[src/rtl/vga_pkg.sv]
// Shared constants for the VGA scan-out engine: default 640x480@60 timing,
// the TinyVGA pin map, the 4x4 ordered-dither matrix and the pixel tag
// that travels down the delay line alongside each request.
package vga_pkg;

    localparam int DEF_H_ACTIVE = 640;
    localparam int DEF_H_FP     = 16;
    localparam int DEF_H_SYNC   = 96;
    localparam int DEF_H_BP     = 48;
    localparam int DEF_V_ACTIVE = 480;
    localparam int DEF_V_FP     = 10;
    localparam int DEF_V_SYNC   = 2;
    localparam int DEF_V_BP     = 33;

    // TinyVGA: {hsync, B[lo], G[lo], R[lo], vsync, B[hi], G[hi], R[hi]}
    localparam int PIN_R_HI  = 0;
    localparam int PIN_G_HI  = 1;
    localparam int PIN_B_HI  = 2;
    localparam int PIN_VSYNC = 3;
    localparam int PIN_R_LO  = 4;
    localparam int PIN_G_LO  = 5;
    localparam int PIN_B_LO  = 6;
    localparam int PIN_HSYNC = 7;

    // Bayer entry (row, col) lives at nibble row*4+col.
    // Rows: {0,8,2,10} {12,4,14,6} {3,11,1,9} {15,7,13,5}
    localparam logic [63:0] BAYER4X4 = 64'h5D7F_91B3_6E4C_A280;

    typedef struct packed {
        logic       active;
        logic       hsync;
        logic       vsync;
        logic [1:0] x_lo;
        logic [1:0] y_lo;
    } pix_tag_t;

    localparam pix_tag_t TAG_IDLE = '{active: 1'b0, hsync: 1'b0, vsync: 1'b0,
                                      x_lo: 2'b00, y_lo: 2'b00};

    function automatic logic [3:0] bayer4x4(input logic [1:0] row, input logic [1:0] col);
        return BAYER4X4[{row, col, 2'b00} +: 4];
    endfunction

endpackage

[src/rtl/vga_timing.sv]
// Raster timing: h/v counters, visible-area and sync-window decode, and the
// request interface to the renderer. Counting starts one clock after reset.
module vga_timing
    import vga_pkg::*;
#(
    parameter int H_ACTIVE = DEF_H_ACTIVE,
    parameter int H_FP     = DEF_H_FP,
    parameter int H_SYNC   = DEF_H_SYNC,
    parameter int H_BP     = DEF_H_BP,
    parameter int V_ACTIVE = DEF_V_ACTIVE,
    parameter int V_FP     = DEF_V_FP,
    parameter int V_SYNC   = DEF_V_SYNC,
    parameter int V_BP     = DEF_V_BP
) (
    input  logic       clk,
    input  logic       rst_n,
    output logic       o_req,
    output logic [9:0] o_x,
    output logic [9:0] o_y,
    output logic       o_frame_start,
    output logic       o_line_start,
    output logic       o_active,
    output logic       o_hsync,
    output logic       o_vsync
);

    localparam int H_TOTAL = H_ACTIVE + H_FP + H_SYNC + H_BP;
    localparam int V_TOTAL = V_ACTIVE + V_FP + V_SYNC + V_BP;

    localparam logic [9:0] H_LAST     = 10'(H_TOTAL - 1);
    localparam logic [9:0] V_LAST     = 10'(V_TOTAL - 1);
    localparam logic [9:0] H_VIS_END  = 10'(H_ACTIVE);
    localparam logic [9:0] V_VIS_END  = 10'(V_ACTIVE);
    localparam logic [9:0] H_SYNC_BEG = 10'(H_ACTIVE + H_FP);
    localparam logic [9:0] H_SYNC_END = 10'(H_ACTIVE + H_FP + H_SYNC);
    localparam logic [9:0] V_SYNC_BEG = 10'(V_ACTIVE + V_FP);
    localparam logic [9:0] V_SYNC_END = 10'(V_ACTIVE + V_FP + V_SYNC);

    logic       r_running;
    logic [9:0] r_h;
    logic [9:0] r_v;
    logic       w_h_vis;
    logic       w_v_vis;
    logic       w_origin;

    // Run flag and raster counters; counters hold at 0 until running is set
    always_ff @(posedge clk or negedge rst_n) begin
        if (!rst_n) begin
            r_running <= 1'b0;
            r_h       <= 10'd0;
            r_v       <= 10'd0;
        end else begin
            r_running <= 1'b1;
            if (r_running) begin
                if (r_h == H_LAST) begin
                    r_h <= 10'd0;
                    if (r_v == V_LAST) begin
                        r_v <= 10'd0;
                    end else begin
                        r_v <= r_v + 10'd1;
                    end
                end else begin
                    r_h <= r_h + 10'd1;
                end
            end
        end
    end

    assign w_h_vis  = (r_h < H_VIS_END);
    assign w_v_vis  = (r_v < V_VIS_END);
    assign w_origin = (r_h == 10'd0);

    assign o_x           = r_h;
    assign o_y           = r_v;
    assign o_active      = r_running & w_h_vis & w_v_vis;
    assign o_req         = o_active;
    assign o_line_start  = r_running & w_origin;
    assign o_frame_start = r_running & w_origin & (r_v == 10'd0);
    assign o_hsync       = (r_h >= H_SYNC_BEG) & (r_h < H_SYNC_END);
    assign o_vsync       = (r_v >= V_SYNC_BEG) & (r_v < V_SYNC_END);

endmodule

[src/rtl/vga_scanout.sv]
// VGA scan-out top: aligns timing with the renderer's returned colour via a
// PIPE_LAT-deep tag delay line, applies optional ordered dither and
// saturating quantisation, blanks outside the visible area and registers the
// TinyVGA-packed pins.
module vga_scanout
    import vga_pkg::*;
#(
    parameter int   H_ACTIVE = DEF_H_ACTIVE,
    parameter int   H_FP     = DEF_H_FP,
    parameter int   H_SYNC   = DEF_H_SYNC,
    parameter int   H_BP     = DEF_H_BP,
    parameter int   V_ACTIVE = DEF_V_ACTIVE,
    parameter int   V_FP     = DEF_V_FP,
    parameter int   V_SYNC   = DEF_V_SYNC,
    parameter int   V_BP     = DEF_V_BP,
    parameter int   IN_BITS  = 4,
    parameter int   OUT_BITS = 2,
    parameter int   PIPE_LAT = 2,
    parameter logic SYNC_POL = 1'b0
) (
    input  logic                 clk,
    input  logic                 rst_n,
    input  logic                 dither_en,
    output logic                 req,
    output logic [9:0]           x,
    output logic [9:0]           y,
    output logic                 frame_start,
    output logic                 line_start,
    input  logic [3*IN_BITS-1:0] rgb_in,
    output logic [7:0]           uo_out
);

    localparam int               DROP   = IN_BITS - OUT_BITS;
    localparam logic [IN_BITS-1:0] IN_MAX = {IN_BITS{1'b1}};
    localparam logic [7:0]       PINS_IDLE = {~SYNC_POL, 3'b000, ~SYNC_POL, 3'b000};

    logic          w_active;
    logic          w_hsync;
    logic          w_vsync;
    pix_tag_t      w_tag;
    pix_tag_t      w_tag_al;
    pix_tag_t      r_pipe [PIPE_LAT];
    logic          r_dither;
    logic [3:0]    w_thr;
    logic [OUT_BITS-1:0] w_q_r;
    logic [OUT_BITS-1:0] w_q_g;
    logic [OUT_BITS-1:0] w_q_b;
    logic [7:0]    w_pins;
    logic [7:0]    r_pins;

    vga_timing #(
        .H_ACTIVE (H_ACTIVE), .H_FP (H_FP), .H_SYNC (H_SYNC), .H_BP (H_BP),
        .V_ACTIVE (V_ACTIVE), .V_FP (V_FP), .V_SYNC (V_SYNC), .V_BP (V_BP)
    ) u_timing (
        .clk           (clk),
        .rst_n         (rst_n),
        .o_req         (req),
        .o_x           (x),
        .o_y           (y),
        .o_frame_start (frame_start),
        .o_line_start  (line_start),
        .o_active      (w_active),
        .o_hsync       (w_hsync),
        .o_vsync       (w_vsync)
    );

    // Add the dither threshold, clamp at full scale, keep the top OUT_BITS
    function automatic logic [OUT_BITS-1:0] quantise(input logic [IN_BITS-1:0] chan,
                                                    input logic [3:0] thr);
        logic [IN_BITS+3:0] sum;
        sum = {4'b0000, chan} + {{IN_BITS{1'b0}}, thr};
        sum = (sum > {4'b0000, IN_MAX}) ? {4'b0000, IN_MAX} : sum;
        return sum[IN_BITS-1 -: OUT_BITS];
    endfunction

    assign w_tag    = {w_active, w_hsync, w_vsync, x[1:0], y[1:0]};
    assign w_tag_al = r_pipe[PIPE_LAT-1];

    // Tag delay line so timing lines up with the colour the renderer returns
    always_ff @(posedge clk or negedge rst_n) begin
        if (!rst_n) begin
            for (int i = 0; i < PIPE_LAT; i++) begin
                r_pipe[i] <= TAG_IDLE;
            end
        end else begin
            r_pipe[0] <= w_tag;
            for (int i = 1; i < PIPE_LAT; i++) begin
                r_pipe[i] <= r_pipe[i-1];
            end
        end
    end

    // Dither enable is frozen for a whole frame at frame start
    always_ff @(posedge clk or negedge rst_n) begin
        if (!rst_n) begin
            r_dither <= 1'b0;
        end else if (frame_start) begin
            r_dither <= dither_en;
        end
    end

    // Quantise, blank and pack the aligned pixel into TinyVGA order
    always_comb begin
        w_thr  = 4'd0;
        w_q_r  = {OUT_BITS{1'b0}};
        w_q_g  = {OUT_BITS{1'b0}};
        w_q_b  = {OUT_BITS{1'b0}};
        w_pins = PINS_IDLE;
        if (r_dither) begin
            w_thr = bayer4x4(w_tag_al.y_lo, w_tag_al.x_lo) >> (4 - DROP);
        end else begin
            w_thr = 4'd0;
        end
        if (w_tag_al.active) begin
            w_q_r = quantise(rgb_in[3*IN_BITS-1 -: IN_BITS], w_thr);
            w_q_g = quantise(rgb_in[2*IN_BITS-1 -: IN_BITS], w_thr);
            w_q_b = quantise(rgb_in[IN_BITS-1   -: IN_BITS], w_thr);
        end else begin
            w_q_r = {OUT_BITS{1'b0}};
            w_q_g = {OUT_BITS{1'b0}};
            w_q_b = {OUT_BITS{1'b0}};
        end
        w_pins[PIN_HSYNC] = w_tag_al.hsync ? SYNC_POL : ~SYNC_POL;
        w_pins[PIN_VSYNC] = w_tag_al.vsync ? SYNC_POL : ~SYNC_POL;
        w_pins[PIN_R_HI]  = w_q_r[OUT_BITS-1];
        w_pins[PIN_G_HI]  = w_q_g[OUT_BITS-1];
        w_pins[PIN_B_HI]  = w_q_b[OUT_BITS-1];
        w_pins[PIN_R_LO]  = w_q_r[0];
        w_pins[PIN_G_LO]  = w_q_g[0];
        w_pins[PIN_B_LO]  = w_q_b[0];
    end

    // Output pin register
    always_ff @(posedge clk or negedge rst_n) begin
        if (!rst_n) begin
            r_pins <= PINS_IDLE;
        end else begin
            r_pins <= w_pins;
        end
    end

    assign uo_out = r_pins;

endmodule

[config.mk]
export PLATFORM = sky130hd
export DESIGN_NAME = vga_scanout
export DESIGN_NICKNAME = d
export VERILOG_FILES = /design/src/rtl/vga_pkg.sv /design/src/rtl/vga_timing.sv /design/src/rtl/vga_scanout.sv
export SDC_FILE = /design/constraint.sdc
export NUM_CORES = 1
export LEC_CHECK = 0
export ABC_CLOCK_PERIOD_IN_PS = 2150
export CAP_MARGIN = 20
export CORE_MARGIN = 2
export CORE_UTILIZATION = 49
export CTS_CLUSTER_SIZE = 16
export DETAILED_ROUTE_END_ITERATION = 16
export MAX_ROUTING_LAYER = met4
export PLACE_DENSITY = 0.87
export SYNTH_ARGS = -nofsm -noshare
export SYNTH_HDL_FRONTEND = slang
export SYNTH_SLANG_ARGS = --single-unit
[constraint.sdc]
create_clock -name clk -period 2.15 [get_ports clk]
set_clock_uncertainty 0.1 [all_clocks]
set_input_delay 0.215 -clock clk [delete_from_list [all_inputs] [get_ports clk]]
set_output_delay 0.215 -clock clk [all_outputs]
set_load 0.005 [all_outputs]
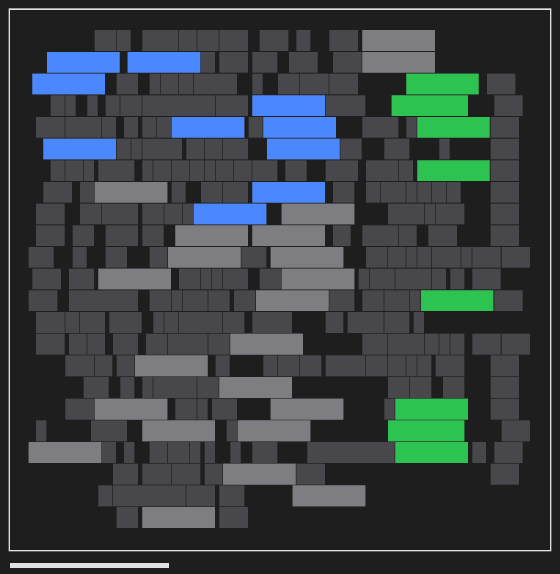
run_1/ff_map.png
Scale bar: 20 µm. Other sequential cells in the stronger grey, the rest of the logic in the fainter grey.
Key: uo_out = green [sequential cells 8]; u_timing.o_y = blue [sequential cells 10]
Another 22 sequential cells are not coloured.

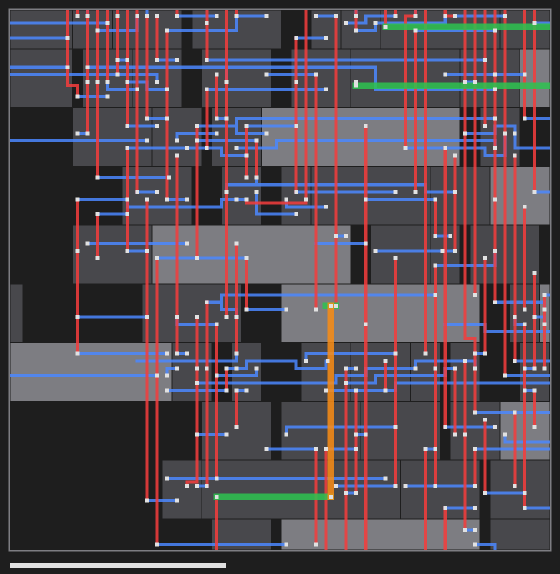
run_1/closeup.png
Scale bar: 10 µm. Region (4, 4) to (29, 29) µm. Cells in grey, sequential cells in the stronger grey; small squares are vias.
Key: M2 = red; M1 = blue; M3 = green; M4 = orange
Netlist names of flops here include u_timing.o_x (4), u_timing.r_running (1). Sequential cells in the window: 5. 52 logic cells have their middle in the window. Most frequent: clkdlybuf4s50_1 (7), buf_4 (7), dfrtp_1 (5).

==> run notes, run 1 <==
The run gives 0.477 for the area share of the largest cell type after synthesis. With the final critical-path share of the clock period at 0.964, the achievable clock frequency is 0.482 GHz. With the stage-log warning count at 35, the total power is 2.07 mW.

The synthesized instance count is 187, and the fraction of synthesis flops using an asynchronous set or reset pin is 1.00. By count the netlist is led by sky130_fd_sc_hd__dfrtp_1, sky130_fd_sc_hd__nand2_1, sky130_fd_sc_hd__o21ai_0. In this run the standard cell core region covers 3940 µm². The number of synthesized register bits works out to 40. The row count is 23, and the vertical extent of the die is 67.8 µm. The synthesis report names the predominant flop master as sky130_fd_sc_hd__dfrtp_1. The count of buffer and inverter cells on the critical path is 3. Per STA, the worst path is made up of inv_2, ha_2, nor4b_2, and4_1, buf_4, and4_4, clkbuf_2. For the number of H-tree levels, the log shows 2. The run gives 1990 µm² for the yosys-reported design area after synthesis. For this design, the slowest cell found on the critical path is sky130_fd_sc_hd__dfrtp_1.

The sequential share of the synthesized area is 0.504. The finished layout holds 313 standard cells, fillers aside. The run gives 2650 µm² as the post-place instance area.

Measured in cells, the most critical reg-to-reg path has a length of 7. Clock transition at the register clock pins on the worst setup and hold paths after CTS: 0.08 ns. The timing report attributes the biggest portion of critical-path delay to simple AND/OR/NAND/NOR gates. For the starting density of the core, the log shows 0.505.

The count of yosys warnings during synthesis was 0. The flow ran to the end, and the final reports show no timing, DRC or antenna violations. By instance count, the leading cell after synthesis is sky130_fd_sc_hd__dfrtp_1.

Per the cell usage report, the commonest logic cells after layout are sky130_fd_sc_hd__clkdlybuf4s50_1, sky130_fd_sc_hd__dfrtp_1, sky130_fd_sc_hd__buf_4, sky130_fd_sc_hd__nand2_1, sky130_fd_sc_hd__o21ai_0. Clock tree synthesis selected as its root buffer the cell sky130_fd_sc_hd__clkbuf_8. Detailed-route iteration 0 reported a violation count of 192.

The net total in the final layout is 287. The number of multi-input combinational cells in the layout was 132. Per the OpenROAD floorplan log, the width of the die is 67.8 µm. Counting the inverters off the clock network in the layout gives 10.

The area of the mapped netlist was 1990 µm². Per the post-place timing report, worst setup slack is 0.0339 ns. The routed design shows a wire length per standard cell of 15.9 µm.

The portion of the layout cell area used by non-clock buffers was 0.229; the die area was 4590 µm². Launching instance or port of the critical path: u_timing.o_x[0]$_DFFE_PN0P_. On the worst path, the slowest cell contributes a delay of 0.41 ns. For the number of global-route vias before repair, the log shows 1728. In the final report, the number of endpoints failing setup comes to 0.

The logs give 0 for the number of nets still failing antenna checks after routing and 8.12 mm for the wire length of the first global-routing pass. The category of the worst setup path launch point is a register. Per the final timing report, the hold violations number 0. The number of cells reported by Yosys stat comes to 187.

Per the skew report, the later register of the worst-skew pair sees a clock latency of 0.29 ns. The post-detailed-routing wire length is 4.97 mm. Entering global routing, the biggest net connects 21 pins.

The run reported a max-capacitance violation count of 0. The capture point of the critical path was reported as frame_start. The run gives 7 for the number of gates on the worst path with buffers counted. The number of antenna violations at the first check in global routing is 0. For hold timing, the worst endpoint is r_pipe[2]$_DFF_PN0_. The power per standard cell area is 726 nW/µm².

The fraction of final layout cells sized beyond drive strength 1 came out at 0.202. Clock tree synthesis found a total of 40 sinks. In the finished layout, the clock tree contains a buffer count of 5. For the signal arrival time at the worst endpoint, the log shows 1.76 ns.

The number of clock buffers added by TritonCTS is 5. The most frequent logic cell in the layout was sky130_fd_sc_hd__clkdlybuf4s50_1. Yosys mapped a number of flops with a built-in enable equal to 0. The number of well-tap cells placed was 50; the global route total overflow was 0. Number of sequential storage elements: 40. The launch point of the worst register-to-register path is recorded as u_timing.o_x[0]$_DFFE_PN0P_. The worst setup path is captured at an output pin. With the share of the core filled with cells at 0.722, the total iterations of the first detailed-routing run is 4. Leaving out the clock tree, the finished layout contains a buffer count of 73. With the clock distribution area overhead in the final layout at 0.0391, the final routed DRC violation total is 0.

Detailed routing inserted a total of 1730 vias. Per the post-synthesis report, the nets total 212. Worst min-delay path class: register to register. The run gives 0.254 ns for the minimum hold slack.

For this design the static power due to leakage is 1.30 nW. Number of cells after detailed placement: 300. TritonCTS built the clock tree.

The smallest clock period supported by the final layout is computed as 2.07 ns. The fraction of area in registers works out to 0.353. The mean cell area of the mapped netlist was 10.7 µm².

The area of all sequential standard cells was 1000 µm². Setup repair after global routing could not meet its margin everywhere. After filler insertion, the fill cell instance count of the layout stands at 284. The clock passes through at most 2 buffers. The HPWL reported at the end of detailed placement came out at 3.55 mm. The worst-case IR drop observed on VDD is 0.000426 V. The run gives 2850 µm² as the summed area of non-filler cells in the final layout.

In the final layout, the multi-input gates occupy 980 µm². Along the worst path, the maximum fanout reaches 2. The logic gate fraction of the total cell area was 0.344. In the final timing run, aggregate negative setup slack is 0 ns. Counting instances, the worst hold path has a depth of 0.

Per the synthesis report, the dominant area consumer among library cells is sky130_fd_sc_hd__dfrtp_1. By area, the class that comes first in the final layout consists of sequential cells. After its last routability iteration, the placer logged a weighted congestion of 0.824.
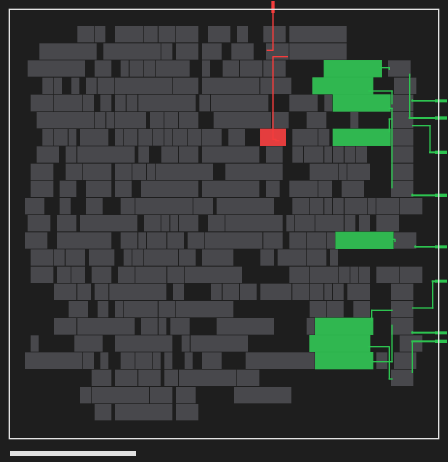
run_1/port_trees.png
Scale bar: 20 µm.
Key: dither_en = red [bits 1, direction input, edge north, end cells 1, buffers 1, wire 23.5 µm]; uo_out = green [bits 8, direction output, edge east, end cells 8, buffers 8, wire 96.8 µm]
I/O pins: 46
IO Port Bufs: 45

-- run 1: worst reg2reg max path, cell delays in order (launching register included) --
cell and delay (ns):
sky130_fd_sc_hd__dfrtp_1 0.39, sky130_fd_sc_hd__buf_4 0.12, sky130_fd_sc_hd__buf_4 0.12, sky130_fd_sc_hd__ha_4 0.14, sky130_fd_sc_hd__nand4_2 0.12, sky130_fd_sc_hd__or4_4 0.55
sky130_fd_sc_hd__or3_1 0.32, sky130_fd_sc_hd__o21ai_1 0.08
-- run 1: logic make-up after synthesis --
family,count (synthesis),share of synthesized area
multiplexers,5,0.0258
buffers and inverters,15,0.0302
adder cells (fa/ha/maj),10,0.0628
AND-OR/OR-AND,36,0.115
XOR/XNOR,14,0.0616
other,1,0.00188
AND/OR/NAND/NOR,66,0.199
flip-flops,40,0.504
-- run 1: per-layer routing --
metal | track usage | vias to the layer above | share of wire
met5 | - | - | 0
li1 | - | 828 | -
met2 | 0.431 | 67 | 0.51
met4 | 0.0816 | 0 | 0.021
met3 | 0.0617 | 15 | 0.063
met1 | 0.293 | 820 | 0.40
-- run 1: timing repair --
item,CTS,global route
pin swaps,1,3
hold endpoints to repair,17,0
hold buffers,1,0
setup endpoints to repair,3,5
setup buffers,4,0
resized,10,7
-- run 1: flip-flops by register name (all words and copies together) (netlist names) --
| register | cells |
|---|---|
| u_timing.o_x | 10 |
| uo_out | 8 |
| u_timing.o_y | 10 |
| r_pipe | 10 |
| u_timing.r_running | 1 |
| r_dither | 1 |
-- run 1: power by group --
part / total [mW] / switching [mW] / internal, mW / leakage, nW
combinational: 0.542 / 0.247 / 0.295 / 0.724
clock: 0.610 / 0.267 / 0.343 / 0.0541
sequential: 0.915 / 0.0879 / 0.827 / 0.521
==> run 1 -> run 2 <==
- RECOVER_POWER: default -> 100
==> run 2 against run 1 <==
Non-clock buffer count unchanged; flip-flop count unchanged; clock power about the same; first-iteration DRC count down 1.0%; sequential power is essentially flat; worst hold slack lost 0.00077 ns; register-to-register slack about the same; utilization shrank 0.13 points; total power is essentially flat.
==> run notes, run 2 <==
The run gives 0.505 (unchanged) as the starting density of the core. The total power was 2.07 mW (about the same); the count of buffer and inverter cells on the critical path was 3 (unchanged). The instance count along the most critical hold path came out at 0 (unchanged).

The vertical extent of the die was 67.8 µm (unchanged). The flow ran to the end, and the final reports show no timing, DRC or antenna violations. Leading cell type by number of instances after synthesis: sky130_fd_sc_hd__dfrtp_1 (unchanged). With the post-synthesis cell count from yosys at 187 (unchanged), the final routed DRC violation total is 0 (unchanged). The count of flip-flops with a built-in enable after synthesis was 0 (unchanged); the final weighted congestion in routability-driven placement was 0.824 (unchanged). The clock net sink count came out at 40 (unchanged).

The run gives 40 (unchanged) for the number of synthesized register bits. With the number of nets still failing antenna checks after routing at 0 (unchanged), the die area is 4590 µm² (unchanged). Cell types with the highest counts after synthesis: sky130_fd_sc_hd__dfrtp_1, sky130_fd_sc_hd__nand2_1, sky130_fd_sc_hd__o21ai_0 (unchanged). The run gives 2840 µm² (was 2850 µm²) for the summed area of non-filler cells in the final layout.

The total iterations of the first detailed-routing run is 4 (unchanged), and the max-cap check violation count is 0 (unchanged). The total via count after detailed routing is 1736 (was 1730). Length in cells of the worst reg-to-reg path: 7 (unchanged).

The tools report the setup slack at placement as 0.0339 ns (unchanged). Area of the mapped netlist: 1990 µm² (unchanged). The final critical-path share of the clock period came out at 0.963 (was 0.964). With the number of gates on the worst path with buffers counted at 7 (unchanged), the minimum hold slack is 0.254 ns (about the same). For the yosys-reported design area after synthesis, the log shows 1990 µm² (unchanged). With the power per standard cell area at 728 nW/µm² (was 726 nW/µm²), the signal arrival time at the worst endpoint is 1.75 ns (was 1.76 ns).

Row count: 23 (unchanged). For the number of global-route vias before repair, the log shows 1728 (unchanged). The sum of negative setup slack is 0 ns (unchanged), and the hold violation count in the final report is 0 (unchanged).

The run gives 300 (unchanged) for the number of cells after detailed placement. Worst vdd rail ir drop: 0.000426 V (about the same). The maximum number of pins on one net before global-route repair was 21 (unchanged); the layout filler cell count was 287 (was 284). The clock transition at the register clock pins on the worst setup and hold paths after CTS is 0.08 ns (about the same). The logs give 0.29 ns (about the same) for the worst-skew pair later-pin latency and 2 (unchanged) for the number of H-tree levels.

The run gives 0 (unchanged) for the count of yosys warnings during synthesis. The tools report the terminating pin of the worst hold path as r_pipe[2]$_DFF_PN0_ (unchanged). The fraction of synthesis flops using an asynchronous set or reset pin was 1.00 (unchanged). The net count entering floorplan came out at 212 (unchanged).

The logs give 5 (unchanged) for the number of clock buffers inserted by TritonCTS and 0 (unchanged) for the global route total overflow. The run gives 3940 µm² (unchanged) as the area of the core. For the wire length of the first global-routing pass, the log shows 8.12 mm (unchanged). The achievable clock frequency is 0.483 GHz (was 0.482 GHz), and the post-place instance area is 2650 µm² (unchanged).

TritonCTS built the clock tree. For the static power due to leakage, the log shows 1.29 nW (was 1.30 nW). The mean cell area of the mapped netlist came out at 10.7 µm² (unchanged).

The share of the core filled with cells was 0.721 (was 0.722); the area share of the largest cell type after synthesis was 0.477 (unchanged). The tools report the end point of the critical path as frame_start (unchanged). The time the worst path needs with I/O delays and setup works out to 2.07 ns (about the same). Category of the worst setup path launch point: a register (unchanged). Worst min-delay path class: register to register (unchanged).

The die extent in x was 67.8 µm (unchanged). The cell at the root of the clock tree was sky130_fd_sc_hd__clkbuf_8 (unchanged). Launching instance or port of the critical path: u_timing.o_x[0]$_DFFE_PN0P_ (unchanged). The tools report the count of final setup violators as 0 (unchanged).

Start of the worst register-to-register path: u_timing.o_x[0]$_DFFE_PN0P_ (unchanged).
-- run 2: netlist changes by cell type in the layout (fill, tap and decap cells not counted) --
cell                       change
sky130_fd_sc_hd__clkbuf_1      +2
sky130_fd_sc_hd__buf_4         -1
sky130_fd_sc_hd__buf_2         -1
-- run 2: layer usage --
layer	vias to the layer above	global-route usage	routed length, µm
li1	826	-	-
met1	823	0.293	1990
met2	74	0.431	2540
met3	13	0.0617	346
met4	0	0.0816	95
met5	-	-	0
-- run 2: kinds of logic after synthesis --
kind of cell,after synthesis,synth area share
AND-OR/OR-AND,36,0.115
other,1,0.00188
flip-flops,40,0.504
XOR/XNOR,14,0.0616
adder cells (fa/ha/maj),10,0.0628
multiplexers,5,0.0258
buffers and inverters,15,0.0302
AND/OR/NAND/NOR,66,0.199
-- run 2: final cells by class --
type	count	area (µm²)	area share
repair buffers	73	647	0.228
flip-flops and latches	40	1000	0.353
clock buffers	5	68.8	0.0242
inverters	10	37.5	0.0132
multi-input cells	132	980	0.345
well taps	50	62.6	0.0220
clock inverters	3	42.5	0.0150
-- run 2: what timing repair did --
| item | CTS | global route |
|---|---|---|
| hold endpoints to repair | 17 | 0 |
| pin swaps | 1 | 3 |
| cloned | 0 | 0 |
| endpoints found under the setup margin | 3 | 5 |
| hold buffers | 1 | 0 |
| setup buffers | 4 | 0 |
| resized | 10 | 7 |
-- run 2: power breakdown --
group          internal, mW  switching [mW]
sequential            0.827          0.0878
combinational         0.295           0.248
clock                 0.343           0.267
total                  1.47           0.603
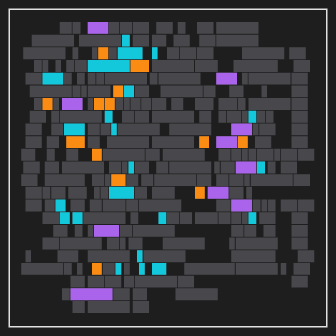
run_2/gates.png
Key: fa/ha/maj cells = purple [cells 10, most used ha_1]; nor cells = cyan [cells 22]; and/or cells = orange [cells 13, most used and3_1]
dominant logic cell type in the layout: sky130_fd_sc_hd__clkdlybuf4s50_1
count of non-filler cells in the finished layout: 313
multi-input logic portion of the cell area: 0.345

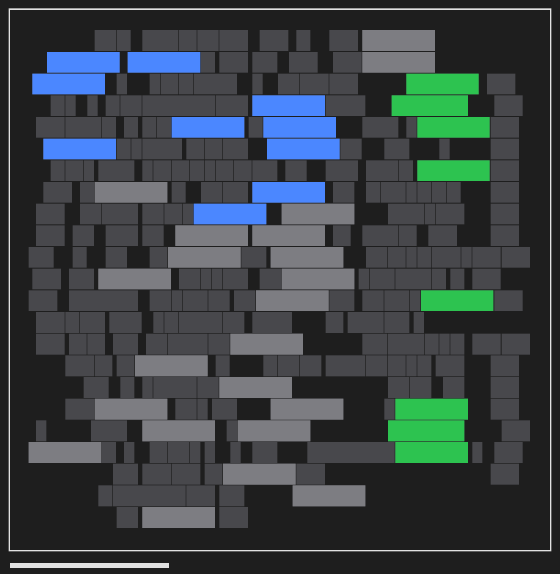
run_2/ff_map.png
Scale bar: 20 µm. Other sequential cells in the stronger grey, the rest of the logic in the fainter grey.
Key: u_timing.o_y = blue [sequential cells 10]; uo_out = green [sequential cells 8]

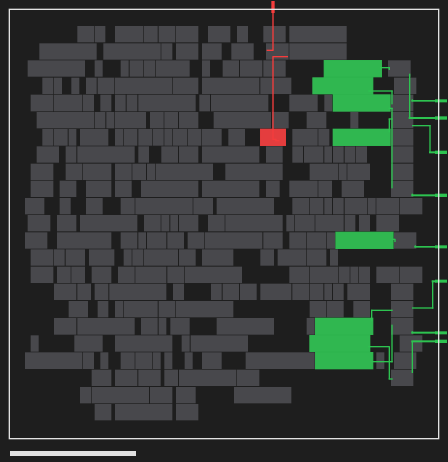
run_2/port_trees.png
Scale bar: 20 µm.
Key: dither_en = red [bits 1, direction input, edge north, end cells 1, buffers 1, wire 23.5 µm]; uo_out = green [bits 8, direction output, edge east, end cells 8, buffers 8, wire 96.8 µm]

No activity file was given, so power comes from the tool's default toggle rates.
